Figure 1. Supply network.
Scale bar: 20 microns. Pins as bars on the die edge. Tap cells in grey.
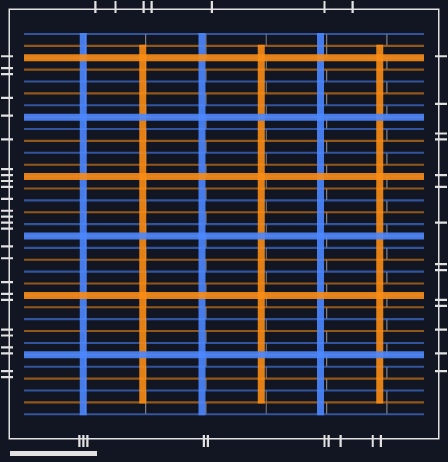
Figure 2. Placed cells, one colour a class.
Scale bar: 20 microns.
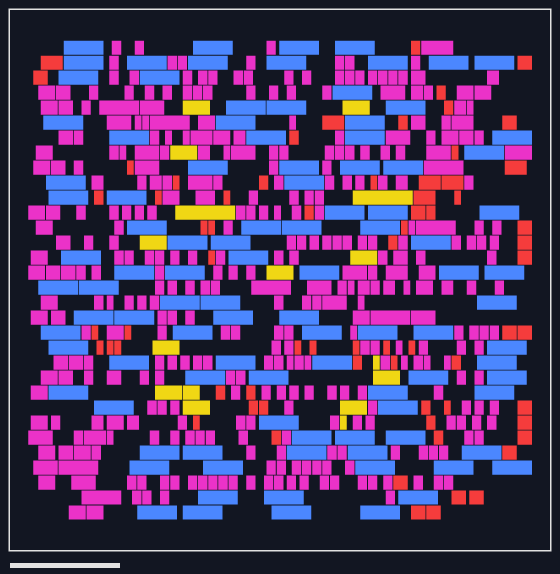
Figure 3. Clock network drawn from the DEF.
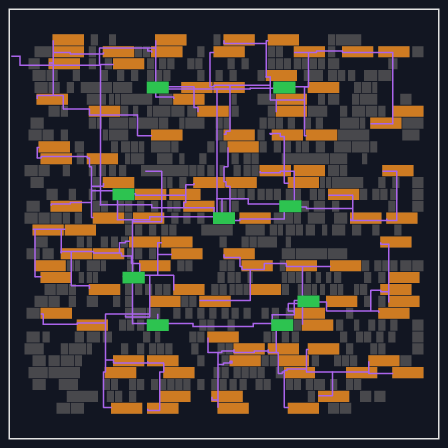
Figure 4. Metal layers overlaid.
Scale bar: 20 microns. Two of the layers only.
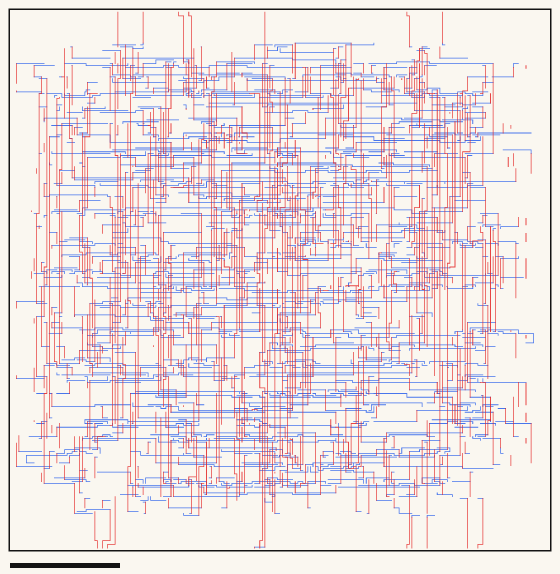
Figure 5. Placed standard cells.
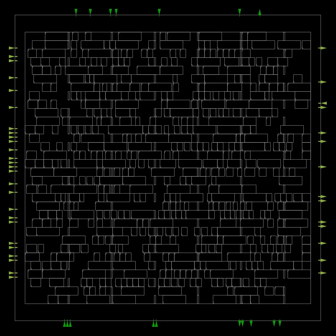
`config.mk`:
```
export PLATFORM = sky130hd
export DESIGN_NAME = pipelined_adder
export DESIGN_NICKNAME = d
export VERILOG_FILES = /design/src/rtl/pipelined_adder.sv
export SDC_FILE = /design/constraint.sdc
export NUM_CORES = 1
export LEC_CHECK = 0
export CORE_MARGIN = 3
export CORE_UTILIZATION = 55
export CTS_CLUSTER_SIZE = 12
export DETAILED_ROUTE_END_ITERATION = 6
export DONT_BUFFER_PORTS = 1
export GPL_TIMING_DRIVEN = 0
export PLACE_DENSITY = 0.67
export SYNTH_ARGS = -nofsm -noshare
export SYNTH_HDL_FRONTEND = slang
export SYNTH_SLANG_ARGS = --single-unit
```
`constraint.sdc`:
```
create_clock -name clk -period 2.85 [get_ports clk]
set_clock_uncertainty 0.05 [all_clocks]
set_input_delay 0.4275 -clock clk [delete_from_list [all_inputs] [get_ports clk]]
set_output_delay 0.4275 -clock clk [all_outputs]
set_load 0.1 [all_outputs]
```
`src/rtl/pipelined_adder.sv`:
```
// Segmented ripple-carry adder/subtractor: one SEGMENT-bit slice per stage, carry
// registered between stages, valid/ready on both sides. ADDER_OVERFLOW_EN adds the overflow port.
module pipelined_adder #(
    parameter int WIDTH   = 16,
    parameter int SEGMENT = 4
) (
    input  logic             clk,
    input  logic             reset,
    input  logic             in_valid,
    output logic             in_ready,
    input  logic [WIDTH-1:0] a,
    input  logic [WIDTH-1:0] b,
    input  logic             carry_in,
    input  logic             sub,
    output logic             out_valid,
    input  logic             out_ready,
    output logic [WIDTH-1:0] out,
    output logic             carry_out
`ifdef ADDER_OVERFLOW_EN
    ,
    output logic             overflow
`endif
);

    localparam int STAGES = WIDTH / SEGMENT;

    logic [STAGES-1:0] valid_q, valid_d;
    logic [STAGES-1:0] carry_q, carry_d;
    logic [STAGES-1:0] sub_q, sub_d;
    logic [WIDTH-1:0]  opa_q [STAGES];
    logic [WIDTH-1:0]  opa_d [STAGES];
    logic [WIDTH-1:0]  opb_q [STAGES];
    logic [WIDTH-1:0]  opb_d [STAGES];
    logic [WIDTH-1:0]  sum_q [STAGES];
    logic [WIDTH-1:0]  sum_d [STAGES];

    logic             adv;
    logic [WIDTH-1:0] b_eff;
    logic             cin_eff;
    logic [WIDTH:0]   slice_res;

`ifdef ADDER_OVERFLOW_EN
    logic ovf_q, ovf_d;
`endif

    // Adds slice k of x and y into acc; returns {slice carry, acc with slice k filled}.
    function automatic logic [WIDTH:0] add_slice(
        input logic [WIDTH-1:0] x,
        input logic [WIDTH-1:0] y,
        input logic [WIDTH-1:0] acc,
        input logic             cin,
        input int               k
    );
        logic [SEGMENT:0] s;
        logic [WIDTH-1:0] r;
        s = {1'b0, x[k*SEGMENT +: SEGMENT]} + {1'b0, y[k*SEGMENT +: SEGMENT]}
          + {{SEGMENT{1'b0}}, cin};
        r = acc;
        r[k*SEGMENT +: SEGMENT] = s[SEGMENT-1:0];
        return {s[SEGMENT], r};
    endfunction

    assign b_eff   = sub ? ~b : b;
    assign cin_eff = sub ? ~carry_in : carry_in;

    always_comb begin
        adv       = !valid_q[STAGES-1] || out_ready;
        valid_d   = valid_q;
        carry_d   = carry_q;
        sub_d     = sub_q;
        opa_d     = opa_q;
        opb_d     = opb_q;
        sum_d     = sum_q;
        slice_res = '0;
`ifdef ADDER_OVERFLOW_EN
        ovf_d     = ovf_q;
`endif
        // Global enable: every stage, bubbles included, moves or holds together.
        if (adv) begin
            valid_d[0] = in_valid;
            if (in_valid) begin
                slice_res  = add_slice(a, b_eff, '0, cin_eff, 0);
                carry_d[0] = slice_res[WIDTH];
                sum_d[0]   = slice_res[WIDTH-1:0];
                opa_d[0]   = a;
                opb_d[0]   = b_eff;
                sub_d[0]   = sub;
            end
            for (int k = 1; k < STAGES; k++) begin
                valid_d[k] = valid_q[k-1];
                if (valid_q[k-1]) begin
                    slice_res  = add_slice(opa_q[k-1], opb_q[k-1], sum_q[k-1], carry_q[k-1], k);
                    carry_d[k] = slice_res[WIDTH];
                    sum_d[k]   = slice_res[WIDTH-1:0];
                    opa_d[k]   = opa_q[k-1];
                    opb_d[k]   = opb_q[k-1];
                    sub_d[k]   = sub_q[k-1];
                end
            end
`ifdef ADDER_OVERFLOW_EN
            // Same-sign operands producing an opposite-sign result == MSB carry-in XOR carry-out.
            if (valid_d[STAGES-1]) begin
                ovf_d = (opa_d[STAGES-1][WIDTH-1] == opb_d[STAGES-1][WIDTH-1])
                     && (sum_d[STAGES-1][WIDTH-1] != opa_d[STAGES-1][WIDTH-1]);
            end
`endif
        end
    end

    always_ff @(posedge clk) begin
        if (reset) begin
            valid_q <= '0;
            carry_q <= '0;
            sub_q   <= '0;
            for (int k = 0; k < STAGES; k++) begin
                opa_q[k] <= '0;
                opb_q[k] <= '0;
                sum_q[k] <= '0;
            end
`ifdef ADDER_OVERFLOW_EN
            ovf_q   <= 1'b0;
`endif
        end else begin
            valid_q <= valid_d;
            carry_q <= carry_d;
            sub_q   <= sub_d;
            opa_q   <= opa_d;
            opb_q   <= opb_d;
            sum_q   <= sum_d;
`ifdef ADDER_OVERFLOW_EN
            ovf_q   <= ovf_d;
`endif
        end
    end

    assign in_ready  = adv;
    assign out_valid = valid_q[STAGES-1];
    assign out       = sum_q[STAGES-1];
    // Subtract reports borrow, the inverse of the raw carry.
    assign carry_out = carry_q[STAGES-1] ^ sub_q[STAGES-1];
`ifdef ADDER_OVERFLOW_EN
    assign overflow  = ovf_q;
`endif

endmodule

```
==> metrics.cfg <==
[run_status]
status=finished, final reports clean

[logic_synthesis]
synth_flops=100
yosys_area_sq_um=4650
synthMostInstantiatedCell=a21oi_1
flop_cell=dfxtp_1
top_cells_by_count=a21oi_1, dfxtp_1, nand3_1
synth.mux.area_fraction=0
synth_cell_types=30
ys_sh_simple=0.122
edf_count=0
ys_sh_aoi=0.245

[worst_hold_path]
hold_class=in -> reg

[setup_path]
r2r-end=opa_q[45]
cp-end-kind=output pin
reg2reg_depth=6
crit_chain=nor2b_4, buf_6, inv_4, buf_2
crit_buf_inv=3
path_class=reg -> out

[grt]
use_met3=0.0550
use_met2=0.387

[power_and_ir_drop]
switching_share=0.248
p_switching_w=0.000694
leakagePower_nw=1.79
total_power_w=0.00280
peakVddDrop_mv=0.248

[detailed_routing]
drt_iter0_drc=237

[run]
maxCapViolations=0

[cts]
cts-buffers-inserted=9
cts_root_buf=clkbuf_8

[floorplan]
die_y_microns=98.0

[placement]
place.port_buffers=0

[finish]
biggestCellCategory=combinational gates

About Figure 1:
[VSS] blue
[VDD] orange
tap cells: 102
met4 straps: 6
signal pins: 57

About Figure 2:
[remaining buffers and delay cells] red | cells: 68 | share of their area: 8.0%
[clock drivers and dummy loads] yellow | cells: 16 | share of their area: 4.7%
[registers] blue | cells: 100 | share of their area: 41%
[remaining logic cells] magenta | cells: 366 | share of their area: 46%
fin area: 5010 sq um
flop share of the area: 0.399
Core Region: 7970 sq um

About Figure 3:
[flip-flops] orange | count: 100
[clock-net drivers] green | count: 9
[clock wires] purple | length: 1150 microns
flops lie: spread over the die
routed clock nets: 10
worst skew pair latency: 0.37 ns
Clk. pwr: 0.00103 W
clock network fraction of total power: 0.366

About Figure 4:
[M2] red | wire length: 5340 microns
[M1] blue | wire length: 5370 microns
Vias: 3894
WL/cell: 17.9 microns
GRT Util Overall: 0.249
DRT Wirelength: 11.7 mm

About Figure 5:
filler instances: 739
final core occ: 0.629
Final Non-Filler Cells: 652

No activity file was given, so power comes from the tool's default toggle rates.
